===== src/rtl/fp_div.sv =====
// Sequential bfloat16 divider: restoring mantissa division, one quotient bit per cycle, truncated result.
// Optional FP_DIV_EARLY_OUT_EN: special operands skip DIVIDE and finish with a 2-cycle latency.
module fp_div (
    input  logic        clk,
    input  logic        reset,
    input  logic        start,
    input  logic [15:0] opA,
    input  logic [15:0] opB,
    output logic [15:0] quotient,
    output logic        busy,
    output logic        done,
    output logic        overflow,
    output logic        underflow,
    output logic        inexact,
    output logic        div_by_zero
);

    typedef enum logic [1:0] {IDLE, DIVIDE, NORM, DONE} state_t;

    state_t      state_q, state_d;
    logic [3:0]  cnt_q, cnt_d;
    logic        sign_q, sign_d;
    logic [7:0]  ea_q, ea_d;
    logic [7:0]  eb_q, eb_d;
    logic [8:0]  rem_q, rem_d;
    logic [7:0]  dvs_q, dvs_d;
    logic [8:0]  q_q, q_d;
    logic [15:0] quotient_q, quotient_d;
    logic        ovf_q, ovf_d;
    logic        unf_q, unf_d;
    logic        inx_q, inx_d;
    logic        dbz_q, dbz_d;

    logic        a_zero, a_inf, b_zero, b_inf;
    logic [8:0]  shifted;
    logic [9:0]  diff;
    logic signed [9:0] e_raw, e_norm;
    logic [6:0]  frac;
    logic        frac_inexact;
    logic        accept;

`ifdef FP_DIV_EARLY_OUT_EN
    function automatic logic is_special(input logic [15:0] a, input logic [15:0] b);
        return (a[14:7] == 8'h00) || (a[14:7] == 8'hFF) ||
               (b[14:7] == 8'h00) || (b[14:7] == 8'hFF);
    endfunction
`endif

    assign a_zero = (ea_q == 8'h00);
    assign a_inf  = (ea_q == 8'hFF);
    assign b_zero = (eb_q == 8'h00);
    assign b_inf  = (eb_q == 8'hFF);

    // The first step compares the unshifted dividend so Q[8] is the integer bit of the ratio.
    assign shifted = (cnt_q == 4'd0) ? rem_q : {rem_q[7:0], 1'b0};
    assign diff    = {1'b0, shifted} - {2'b00, dvs_q};

    assign e_raw        = $signed({2'b00, ea_q}) - $signed({2'b00, eb_q}) + 10'sd127;
    assign e_norm       = q_q[8] ? e_raw : e_raw - 10'sd1;
    assign frac         = q_q[8] ? q_q[7:1] : q_q[6:0];
    assign frac_inexact = (q_q[8] & q_q[0]) | (rem_q != 9'd0);

    // DONE also samples start so back-to-back operations run at one per 11 cycles.
    assign accept = start && (state_q == IDLE || state_q == DONE);

    // NOTE: every always_comb output gets a default first so no path leaves it unassigned (no latches).
    always_comb begin
        state_d    = state_q;
        cnt_d      = cnt_q;
        sign_d     = sign_q;
        ea_d       = ea_q;
        eb_d       = eb_q;
        rem_d      = rem_q;
        dvs_d      = dvs_q;
        q_d        = q_q;
        quotient_d = quotient_q;
        ovf_d      = ovf_q;
        unf_d      = unf_q;
        inx_d      = inx_q;
        dbz_d      = dbz_q;

        if (state_q == DONE) begin
            state_d = IDLE;
        end

        if (accept) begin
            sign_d  = opA[15] ^ opB[15];
            ea_d    = opA[14:7];
            eb_d    = opB[14:7];
            rem_d   = {2'b01, opA[6:0]};
            dvs_d   = {1'b1, opB[6:0]};
            q_d     = 9'd0;
            cnt_d   = 4'd0;
            state_d = DIVIDE;
`ifdef FP_DIV_EARLY_OUT_EN
            // NORM overrides the result for special operands, so DIVIDE can be skipped.
            if (is_special(opA, opB)) begin
                state_d = NORM;
            end
`endif
        end else if (state_q == DIVIDE) begin
            q_d = {q_q[7:0], ~diff[9]};
            rem_d = diff[9] ? shifted : diff[8:0];
            if (cnt_q == 4'd8) begin
                cnt_d   = 4'd0;
                state_d = NORM;
            end else begin
                cnt_d = cnt_q + 4'd1;
            end
        end else if (state_q == NORM) begin
            state_d = DONE;
            ovf_d   = 1'b0;
            unf_d   = 1'b0;
            inx_d   = 1'b0;
            dbz_d   = 1'b0;
            if ((a_zero && b_zero) || (a_inf && b_inf)) begin
                quotient_d = 16'h7FC0;
                dbz_d      = a_zero;
            end else if (b_zero) begin
                quotient_d = {sign_q, 8'hFF, 7'h00};
                dbz_d      = 1'b1;
            end else if (a_inf) begin
                quotient_d = {sign_q, 8'hFF, 7'h00};
                ovf_d      = 1'b1;
            end else if (a_zero || b_inf) begin
                quotient_d = {sign_q, 15'h0000};
            end else if (e_norm >= 10'sd255) begin
                quotient_d = {sign_q, 8'hFF, 7'h00};
                ovf_d      = 1'b1;
                inx_d      = frac_inexact;
            end else if (e_norm <= 10'sd0) begin
                quotient_d = {sign_q, 15'h0000};
                unf_d      = 1'b1;
                inx_d      = 1'b1;
            end else begin
                quotient_d = {sign_q, e_norm[7:0], frac};
                inx_d      = frac_inexact;
            end
        end
    end

    // NOTE: sequential state uses non-blocking assignments so all flops update from pre-edge values.
    always_ff @(posedge clk or posedge reset) begin
        if (reset) begin
            state_q    <= IDLE;
            cnt_q      <= 4'd0;
            sign_q     <= 1'b0;
            ea_q       <= 8'd0;
            eb_q       <= 8'd0;
            rem_q      <= 9'd0;
            dvs_q      <= 8'd0;
            q_q        <= 9'd0;
            quotient_q <= 16'd0;
            ovf_q      <= 1'b0;
            unf_q      <= 1'b0;
            inx_q      <= 1'b0;
            dbz_q      <= 1'b0;
        end else begin
            state_q    <= state_d;
            cnt_q      <= cnt_d;
            sign_q     <= sign_d;
            ea_q       <= ea_d;
            eb_q       <= eb_d;
            rem_q      <= rem_d;
            dvs_q      <= dvs_d;
            q_q        <= q_d;
            quotient_q <= quotient_d;
            ovf_q      <= ovf_d;
            unf_q      <= unf_d;
            inx_q      <= inx_d;
            dbz_q      <= dbz_d;
        end
    end

    assign quotient    = quotient_q;
    assign overflow    = ovf_q;
    assign underflow   = unf_q;
    assign inexact     = inx_q;
    assign div_by_zero = dbz_q;
    assign busy        = (state_q != IDLE);
    assign done        = (state_q == DONE);

endmodule


===== config.mk =====
export PLATFORM = sky130hd
export DESIGN_NAME = fp_div
export DESIGN_NICKNAME = d
export VERILOG_FILES = /design/src/rtl/fp_div.sv
export SDC_FILE = /design/constraint.sdc
export NUM_CORES = 1
export LEC_CHECK = 0
export ABC_AREA = 1
export CAP_MARGIN = 15
export CORE_AREA = 2 2 96 98
export CTS_CLUSTER_SIZE = 28
export DETAILED_ROUTE_END_ITERATION = 10
export DIE_AREA = 0 0 98 100
export PLACE_DENSITY = 0.78
export SLEW_MARGIN = 10
export SYNTH_ARGS = -nofsm -noshare
export SYNTH_HDL_FRONTEND = slang
export SYNTH_SLANG_ARGS = --single-unit

===== constraint.sdc =====
create_clock -name clk -period 4.3 [get_ports clk]
set_input_delay 0.86 -clock clk [delete_from_list [all_inputs] [get_ports clk]]
set_output_delay 0.86 -clock clk [all_outputs]
set_load 0.02 [all_outputs]

Fig. 1: run 1, signal wires by layer
Scale bar: 20 microns.
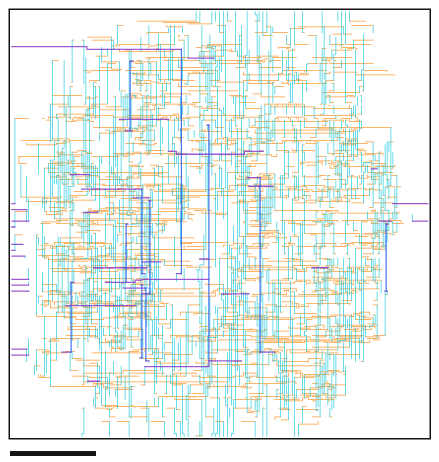
[blue] M4 | wire length: 286 microns
[cyan] M2 | wire length: 5,270 microns
[orange] M1 | wire length: 4,610 microns
[purple] M3 | wire length: 281 microns

Fig. 2: run 1, clock routing
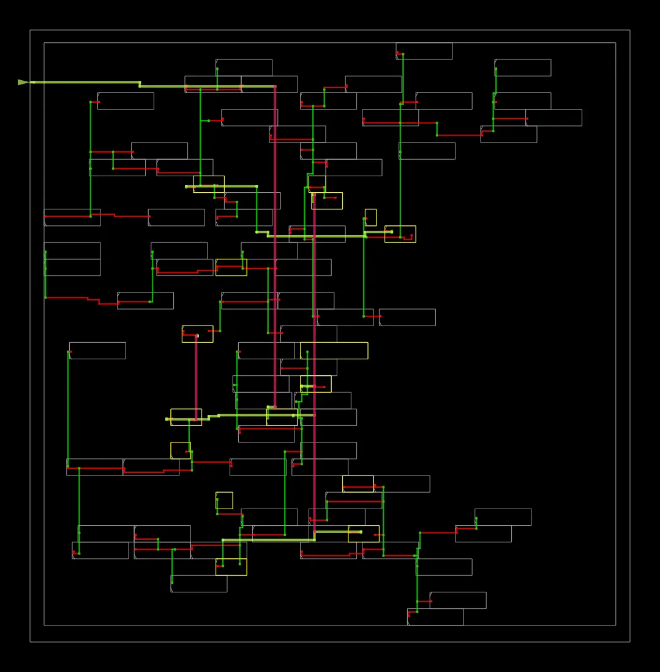
cts bufs inserted: 9
clk sinks: 69
Flops: 69
clock latency of the later-clocked register in the worst-skew pair: 350 ps

==> impl_metrics.xml, run 1 <==
<?xml version="1.0" encoding="UTF-8"?>
<metrics>
  <group name="run_status">
    <metric name="outcome" unit="">finished clean</metric>
  </group>
  <group name="critical_path">
    <metric name="worstReg2RegStart" unit="">cnt_q[0]</metric>
    <metric name="worst_setup_path_start" unit="">cnt_q[0]</metric>
    <metric name="worst-r2r-cell-count" unit="">20</metric>
    <metric name="cp.depth" unit="">20</metric>
    <metric name="worst_path_max_delay_cell" unit="">o21ai_0</metric>
    <metric name="worstSetupStartpointType" unit="">flop</metric>
    <metric name="timing.rr.end" unit="">rem_q[3]</metric>
    <metric name="cp.required" unit="ps">4510</metric>
    <metric name="cp_top_family" unit="">AND-OR/OR-AND gates</metric>
    <metric name="critPathCaptureType" unit="">flop</metric>
    <metric name="r2r_slack" unit="ps">550</metric>
    <metric name="crit_path_max_fanout" unit="">16</metric>
    <metric name="timing.critical_path.to" unit="">rem_q[3]</metric>
    <metric name="timing.critical_path.arrival" unit="ps">3960</metric>
    <metric name="path_class" unit="">flop to flop</metric>
    <metric name="cp_common_cell" unit="">nand2_1</metric>
    <metric name="cp_num_buf_inv" unit="">2</metric>
    <metric name="stage_delay_of_the_slowest_cell_on_the_critical_path" unit="ps">590</metric>
    <metric name="chain_of_cells_forming_the_critical_path" unit="">inv_1, ha_1, nand3_1, o21ai_0, inv_1, ha_1, nand2_1, o21ai_0, nand2_1, nand2_1, nand2_1, nand2_1, nand2_1, nand2_1, a21oi_1, o21a_1, nand2_1, o21ai_0, nor2_1, o22ai_1</metric>
  </group>
  <group name="clock_network">
    <metric name="cts.repair.resized" unit="">0</metric>
    <metric name="cts-hold-fix-buffers" unit="">0</metric>
    <metric name="clk_root_buffer_cell" unit="">clkbuf_8</metric>
    <metric name="cts-root-to-sink-buffers" unit="">2</metric>
    <metric name="cts.repair_timing.setup_buffer_count" unit="">0</metric>
    <metric name="max_h_tree_level" unit="">3</metric>
    <metric name="clock_tree_from_tritoncts" unit="">yes</metric>
    <metric name="cts.reportedPaths.clkPinSlew" unit="ps">80</metric>
  </group>
  <group name="timing">
    <metric name="timing.fmax" unit="MHz">267</metric>
    <metric name="rel_slew_slack" unit="%">38.4</metric>
    <metric name="postLayoutSetupSlackWorst" unit="ps">549</metric>
    <metric name="hold_slack" unit="ps">466</metric>
    <metric name="grt_setup_unrepaired" unit="">no</metric>
    <metric name="timing.clock.skew" unit="ps">11.2</metric>
    <metric name="worst-slew-pin-transition" unit="ps">923</metric>
    <metric name="timing.final.crit_share" unit="%">87.2</metric>
    <metric name="finalSetupViolations" unit="">0</metric>
    <metric name="layout_min_cycle_time" unit="ps">3750</metric>
    <metric name="hold_viol" unit="">0</metric>
    <metric name="fin_setup_tns" unit="ps">0</metric>
    <metric name="timing_max_transition_violations_final" unit="">0</metric>
  </group>
  <group name="placed_design">
    <metric name="detailedPlace.worstSlack" unit="ps">639</metric>
    <metric name="routabilityCongestion" unit="">0.882</metric>
    <metric name="dp_hpwl" unit="mm">8.13</metric>
  </group>
  <group name="floorplan">
    <metric name="floorplan.initialDensity" unit="%">53.7</metric>
    <metric name="fp-row-count" unit="">35</metric>
    <metric name="io_pins" unit="">57</metric>
    <metric name="die_area" unit="sq um">9800</metric>
    <metric name="core_area" unit="sq um">8890</metric>
  </group>
  <group name="synthesis">
    <metric name="mean_area_per_synthesized_cell" unit="sq um">7.16</metric>
    <metric name="synth_top_area_share" unit="%">36.2</metric>
    <metric name="seq_area_frac_synth" unit="%">36.2</metric>
    <metric name="synth_flops" unit="">69</metric>
    <metric name="syn_std_cell_area" unit="sq um">4770</metric>
    <metric name="postSynthCellCount" unit="">666</metric>
    <metric name="synth_area_leader_cell" unit="">dfrtp_1</metric>
    <metric name="mappedNetlistNets" unit="">728</metric>
    <metric name="edf_count" unit="">0</metric>
    <metric name="dominantRegCellSynth" unit="">dfrtp_1</metric>
    <metric name="ys_cells" unit="">666</metric>
    <metric name="yosys_area" unit="sq um">4770</metric>
    <metric name="synth_cell_type_count" unit="">36</metric>
    <metric name="postSynth.asyncResetShare" unit="%">100</metric>
    <metric name="ys_warn_count" unit="">0</metric>
    <metric name="area_leaders" unit="">dfrtp_1 36%, nand2_1 14%, inv_1 6.8%</metric>
  </group>
  <group name="drt">
    <metric name="post-route-drc-count" unit="">0</metric>
    <metric name="drt_iter0_drc" unit="">171</metric>
    <metric name="routed_via_density" unit="">5.27</metric>
    <metric name="drt-total-wl" unit="mm">10.5</metric>
    <metric name="dr_total_vias" unit="">4397</metric>
    <metric name="detailedRoute.firstPassIterationCount" unit="">4</metric>
    <metric name="detail_routed_net_length_per_standard_cell" unit="microns">12.5</metric>
    <metric name="post_drt_antenna_nets" unit="">0</metric>
  </group>
  <group name="global_route">
    <metric name="met3_usage" unit="%">3.76</metric>
    <metric name="antenna_found_initial" unit="">0</metric>
    <metric name="grt_most_used_layer" unit="">met2</metric>
    <metric name="global_route_wire_length_before_repair" unit="mm">18.2</metric>
    <metric name="global_route.overflow_total" unit="">0</metric>
    <metric name="first_global_vias" unit="">4362</metric>
    <metric name="global_route.usage.total" unit="%">22.5</metric>
    <metric name="met2_usage" unit="%">40.5</metric>
    <metric name="met1_usage" unit="%">26.6</metric>
    <metric name="grt_max_degree" unit="">47</metric>
  </group>
  <group name="worst_hold_path">
    <metric name="hold_class" unit="">flop to flop</metric>
    <metric name="min_delay_path_depth" unit="">2</metric>
    <metric name="timing.hold.worst.start" unit="">dvs_q[7]</metric>
    <metric name="hold-path-endpoint" unit="">dvs_q[7]</metric>
  </group>
  <group name="finish">
    <metric name="nNetsFinal" unit="">781</metric>
    <metric name="fillerInstances" unit="">796</metric>
    <metric name="drive_gt1_share" unit="%">11.6</metric>
    <metric name="synth_to_layout_area_growth" unit="%">18.0</metric>
    <metric name="antennaDiodeCount" unit="">0</metric>
  </group>
  <group name="flow_run">
    <metric name="cap_viol_max_count" unit="">0</metric>
    <metric name="warning_count" unit="">32</metric>
  </group>
</metrics>
Fig. 3: run 1, clock distribution
Scale bar: 20 microns.
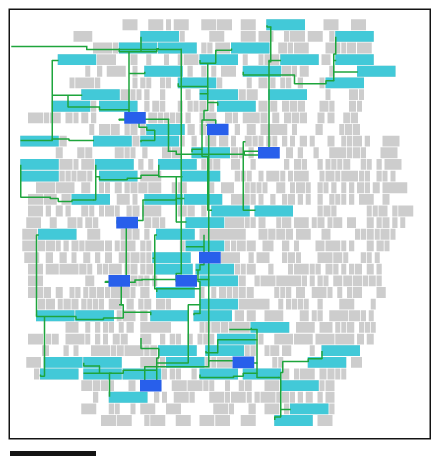
[green] clock wires | length: 930 microns
[cyan] flip-flops | count: 69
[blue] clock-net drivers | count: 9
routed clock nets: 10

Fig. 4: run 1, I/O pins on the die edge
Pins as bars across the die edge, other pins in grey.
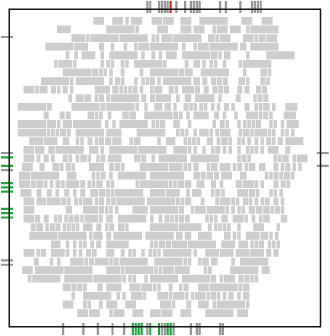
[red] `inexact` | pins: 1 | direction: output | edge: top
[green] `opA` | pins: 16 | direction: input | edge: 8 left, 8 bottom
die extent in y: 100 microns
count of port buffers added during placement: 56
die x size: 98 microns

run 1: area by class of cell:
class                   count  area [sq um]  area share, %
well taps                 111           139           2.47
clock inverters             5          58.8           1.04
repair buffers             60           591           10.5
clock buffers              11           151           2.69
multi-input cells         479          2590           46.0
flip-flops and latches     69          1730           30.7
inverters                 100           375           6.67
run 1: state kept, by name, indices dropped and copies added, names as in the netlist:
| signal | cells |
|---|---|
| eb_q | 8 |
| rem_q | 9 |
| sign_q | 1 |
| cnt_q | 4 |
| q_q | 9 |
| inexact | 1 |
| ea_q | 8 |
| div_by_zero | 1 |
| quotient | 16 |
| dvs_q | 8 |
| state_q | 2 |
| underflow | 1 |
| overflow | 1 |
run 1: cells in the final DEF, fill, tap and decap left out, types with 6 or more instances in the layout:
master / n
nor2_1: 52
nand3_1: 43
nand2_2: 17
inv_2: 12
clkdlybuf4s50_1: 56
dfrtp_1: 69
clkbuf_8: 11
a21oi_1: 16
o21ai_0: 54
inv_1: 85
o22ai_1: 17
nand4_1: 8
nor4_1: 6
nand3_2: 9
nand2_1: 181
ha_1: 25
nor2_2: 6
or2_2: 9
run 1: worst register-to-register path, delay by kind of cell, from the launching register on:
kind / cells / cell delay, ps
compound gates: 6 / 1460
fa+ha+maj: 2 / 490
buf+inv: 2 / 180
flops: 1 / 430
simple gates: 10 / 1080
run 1: per-stage QoR:
stage | area, sq um | std cells | util [%]
finish | 5630 | 835 | 63.3
floorplan | 4770 | 666 | -
global route | 5630 | 835 | 63.3
global placement | 5420 | 819 | 60.9
detailed placement | 5420 | 819 | 60.9
CTS | 5630 | 835 | 63.3
run 1: kinds of logic after synthesis:
kind of cell | Yosys count | share of synthesized area (%)
AOI/OAI and AO/OA | 99 | 11.8
buffers and inverters | 118 | 9.60
DFF | 69 | 36.2
xor gates and xnor gates | 10 | 1.84
and+or+nand+nor | 343 | 33.2
adders and majority gates | 27 | 7.40
run 1: synth_stat cells, types with 2 or more instances:
library cell  number
nand2_1          181
inv_1             86
dfrtp_1           69
o21ai_0           54
nor2_1            52
nand3_1           43
ha_1              25
nand2_2           17
o22ai_1           17
a21oi_1           16
clkbuf_1          16
inv_2             11
nand3_2            9
or2_2              9
nand4_1            8
nor2_2             6
nor4_1             6
xnor2_1            5
xor2_1             5
nand2_4            4
clkinv_1           3
nor3_1             3
a21oi_2            2
a21oi_4            2
buf_6              2
fa_1               2
nand3b_1           2
nor2_4             2
o21ai_1            2
run 1: metal layers:
metal,vias to the layer above,routed length (microns)
li1,2239,-
met1,2064,4610
met2,68,5270
met3,26,280
met4,0,285
met5,-,0
Fig. 5: run 1, sequential cells coloured by netlist name
Other sequential cells in the stronger grey, the rest of the logic in the fainter grey.
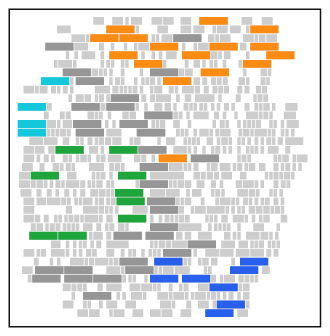

==> run 1 -> run 2 <==
Settings changed: REMOVE_ABC_BUFFERS set to 1.
Fig. 6: run 2, sequential cells coloured by netlist name
Other sequential cells in the stronger grey, the rest of the logic in the fainter grey.
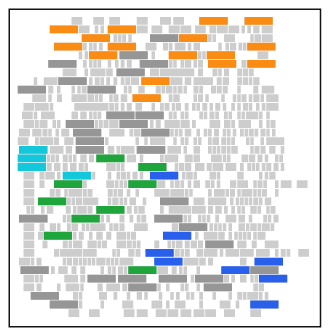
[green] `rem_q` | flops: 9
[orange] `quotient` | flops: 16
[blue] `eb_q` | flops: 8
[cyan] `cnt_q` | flops: 4 | where: left middle
not coloured: 32

Fig. 7: run 2, I/O pins on the die edge
Pins as bars across the die edge, other pins in grey.
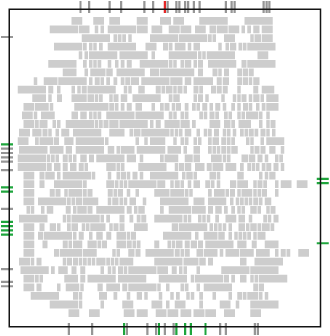
[red] `inexact` | pins: 1 | direction: output | edge: top
[green] `opA` | pins: 16 | direction: input | edge: 7 left, 6 bottom, 3 right

==> impl_metrics.xml, run 2 <==
<?xml version="1.0" encoding="UTF-8"?>
<metrics>
  <group name="placed_design">
    <metric name="io_buffers" unit="">56</metric>
    <metric name="routabilityCongestion" unit="">0.864</metric>
    <metric name="dp_hpwl" unit="mm">7.83</metric>
    <metric name="place_inst" unit="">818</metric>
  </group>
  <group name="synthesis">
    <metric name="edf_count" unit="">0</metric>
    <metric name="ys_cells" unit="">666</metric>
    <metric name="postSynthCellCount" unit="">666</metric>
    <metric name="postSynth.asyncResetShare" unit="%">100</metric>
    <metric name="synth_top_cell_by_count" unit="">nand2_1</metric>
    <metric name="syn_std_cell_area" unit="sq um">4770</metric>
    <metric name="area_leaders" unit="">dfrtp_1 36%, nand2_1 14%, inv_1 6.8%</metric>
    <metric name="ys_warn_count" unit="">0</metric>
    <metric name="synth_cell_type_count" unit="">36</metric>
    <metric name="yosys_area" unit="sq um">4770</metric>
    <metric name="mean_area_per_synthesized_cell" unit="sq um">7.16</metric>
    <metric name="common_cells" unit="">181 x nand2_1, 86 x inv_1, 69 x dfrtp_1, 54 x o21ai_0, 52 x nor2_1</metric>
    <metric name="synth_flops" unit="">69</metric>
    <metric name="synth_top_area_share" unit="%">36.2</metric>
    <metric name="dominantRegCellSynth" unit="">dfrtp_1</metric>
    <metric name="synth_area_leader_cell" unit="">dfrtp_1</metric>
    <metric name="seq_area_frac_synth" unit="%">36.2</metric>
  </group>
  <group name="floorplan">
    <metric name="fp-row-count" unit="">35</metric>
    <metric name="io_pins" unit="">57</metric>
    <metric name="floorplan.initialDensity" unit="%">53.7</metric>
    <metric name="die_area" unit="sq um">9800</metric>
    <metric name="die.size.y" unit="microns">100</metric>
    <metric name="core_area" unit="sq um">8890</metric>
    <metric name="chipWidth" unit="microns">98</metric>
  </group>
  <group name="critical_path">
    <metric name="worst_path_max_delay_cell" unit="">o21ai_0</metric>
    <metric name="r2r_slack" unit="ps">550</metric>
    <metric name="chain_of_cells_forming_the_critical_path" unit="">inv_1, ha_1, nand3_1, o21ai_0, inv_1, ha_1, nand2_1, o21ai_0, nand2_1, nand2_1, nand2_1, nand2_1, nand2_1, nand2_1, a21oi_1, or2_2, nand2_1, nand2_1, a21oi_1, o22ai_1</metric>
    <metric name="cp.required" unit="ps">4510</metric>
    <metric name="path_class" unit="">flop to flop</metric>
    <metric name="timing.rr.end" unit="">rem_q[0]</metric>
    <metric name="timing.critical_path.arrival" unit="ps">3950</metric>
    <metric name="worstSetupStartpointType" unit="">flop</metric>
    <metric name="stage_delay_of_the_slowest_cell_on_the_critical_path" unit="ps">590</metric>
    <metric name="critPathCaptureType" unit="">flop</metric>
    <metric name="worst-r2r-cell-count" unit="">20</metric>
    <metric name="cp_common_cell" unit="">nand2_1</metric>
    <metric name="crit_path_max_fanout" unit="">16</metric>
    <metric name="worstReg2RegStart" unit="">cnt_q[0]</metric>
  </group>
  <group name="timing">
    <metric name="finalSetupViolations" unit="">0</metric>
    <metric name="timing.fmax" unit="MHz">267</metric>
    <metric name="rel_slew_slack" unit="%">41.6</metric>
    <metric name="timing_max_transition_violations_final" unit="">0</metric>
    <metric name="timing.final.crit_share" unit="%">87.1</metric>
    <metric name="hold_slack" unit="ps">459</metric>
    <metric name="timing.clock.skew" unit="ps">13.2</metric>
    <metric name="worst-slew-pin-transition" unit="ps">869</metric>
    <metric name="grt_setup_unrepaired" unit="">no</metric>
    <metric name="layout_min_cycle_time" unit="ps">3750</metric>
    <metric name="hold_viol" unit="">0</metric>
    <metric name="fin_setup_tns" unit="ps">0</metric>
  </group>
  <group name="clock_network">
    <metric name="cts-root-to-sink-buffers" unit="">2</metric>
    <metric name="cts-hold-fix-buffers" unit="">0</metric>
    <metric name="worstSkewPairLatency" unit="ps">350</metric>
    <metric name="clock_tree_from_tritoncts" unit="">yes</metric>
    <metric name="cts.repair.resized" unit="">0</metric>
    <metric name="clock_sink_count" unit="">69</metric>
    <metric name="cts_inserted_buffers" unit="">9</metric>
    <metric name="max_h_tree_level" unit="">3</metric>
    <metric name="clk_root_buffer_cell" unit="">clkbuf_8</metric>
    <metric name="cts.repair_timing.setup_buffer_count" unit="">0</metric>
    <metric name="cts.reportedPaths.clkPinSlew" unit="ps">80</metric>
  </group>
  <group name="worst_hold_path">
    <metric name="timing.hold.worst.start" unit="">dvs_q[7]</metric>
    <metric name="hold-path-endpoint" unit="">dvs_q[7]</metric>
    <metric name="min_delay_path_depth" unit="">2</metric>
    <metric name="hold_class" unit="">flop to flop</metric>
  </group>
  <group name="drt">
    <metric name="drt_iter0_drc" unit="">156</metric>
    <metric name="post_drt_antenna_nets" unit="">0</metric>
    <metric name="post-route-drc-count" unit="">0</metric>
    <metric name="detailedRoute.firstPassIterationCount" unit="">5</metric>
    <metric name="dr_total_vias" unit="">4354</metric>
    <metric name="drt-total-wl" unit="mm">10.4</metric>
    <metric name="routed_via_density" unit="">5.22</metric>
    <metric name="detail_routed_net_length_per_standard_cell" unit="microns">12.4</metric>
  </group>
  <group name="finish">
    <metric name="antennaDiodeCount" unit="">0</metric>
    <metric name="mi_logic_area" unit="sq um">2590</metric>
    <metric name="layout_top_cell" unit="">nand2_1</metric>
    <metric name="final_cells" unit="">834</metric>
    <metric name="nNetsFinal" unit="">780</metric>
    <metric name="layout.area.seq" unit="sq um">1730</metric>
    <metric name="drive_gt1_share" unit="%">11.5</metric>
    <metric name="largest_reg_flops" unit="">16</metric>
    <metric name="synth_to_layout_area_growth" unit="%">18.1</metric>
    <metric name="final_cell_mix" unit="">181 x nand2_1, 85 x inv_1, 69 x dfrtp_1</metric>
    <metric name="fillerInstances" unit="">817</metric>
    <metric name="layout.core_utilization" unit="%">63.4</metric>
  </group>
  <group name="global_route">
    <metric name="global_route.overflow_total" unit="">0</metric>
    <metric name="global_route_wire_length_before_repair" unit="mm">18.5</metric>
    <metric name="antenna_found_initial" unit="">0</metric>
    <metric name="global_route.usage.total" unit="%">22.8</metric>
    <metric name="grt_max_degree" unit="">47</metric>
    <metric name="first_global_vias" unit="">4494</metric>
  </group>
  <group name="flow_run">
    <metric name="warning_count" unit="">31</metric>
    <metric name="cap_viol_max_count" unit="">0</metric>
  </group>
  <group name="run_status">
    <metric name="outcome" unit="">finished clean</metric>
  </group>
</metrics>
==> run 2: cell types whose count changed in the layout (fill, tap and decap cells not counted), sizes merged <==
| cell | previous run | this run |
|---|---|---|
| buf | 4 | 3 |
| bufinv | 1 | 2 |
| clkbuf | 11 | 9 |
| clkinv | 5 | 6 |
| clkinvlp | 2 | 1 |
| inv | 97 | 98 |
==> run 2: cell families (layout without fill, tap and decap cells) <==
| group | after synthesis | after routing | synth area share (%) |
|---|---|---|---|
| fa+ha+maj | 27 | 27 | 7.40 |
| simple gates | 343 | 343 | 33.2 |
| buf+inv | 118 | 175 | 9.60 |
| compound gates | 99 | 99 | 11.8 |
| flops | 69 | 69 | 36.2 |
| xor+xnor | 10 | 10 | 1.84 |
==> run 2: layout make-up <==
| type | instances | area share, % |
|---|---|---|
| flip-flops and latches | 69 | 30.7 |
| clock inverters | 7 | 1.75 |
| multi-input cells | 479 | 45.9 |
| inverters | 100 | 6.66 |
| well taps | 111 | 2.47 |
| repair buffers | 59 | 10.4 |
| clock buffers | 9 | 2.20 |
==> run 2: worst max-delay path, delay by kind of cell (launching register included) <==
kind,cells,cell delay (ps)
compound gates,5,1190
buf+inv,2,170
fa+ha+maj,2,470
simple gates,11,1340
flops,1,420
==> run 2: metrics by stage <==
step                      worst slack (ps)  area, sq um
final                                  555         5630
after global placement                 844         5410
after detailed placement               605         5410
after global routing                  69.0         5630
after floorplan                       1200         4690
after CTS                              557         5630
==> run 2: per-layer routing <==
layer | up-vias | track usage (%) | part of all wire [%]
met4 | 0 | 8.65 | 1.7
met2 | 74 | 43.7 | 52
li1 | 2236 | - | -
met1 | 2030 | 25.8 | 44
met5 | - | 0 | 0
met3 | 14 | 2.92 | 3.2
==> run 2: worst max path at each step <==
stage	start	endpoint	slack (ps)	depth (start not counted)
floorplan	cnt_q[0]	rem_q[0]	1200	20
global placement	cnt_q[0]	rem_q[0]	840	20
detailed placement	cnt_q[0]	rem_q[0]	610	20
CTS	cnt_q[0]	rem_q[0]	560	20
global route	cnt_q[0]	rem_q[7]	70	20
finish	cnt_q[0]	rem_q[0]	550	20
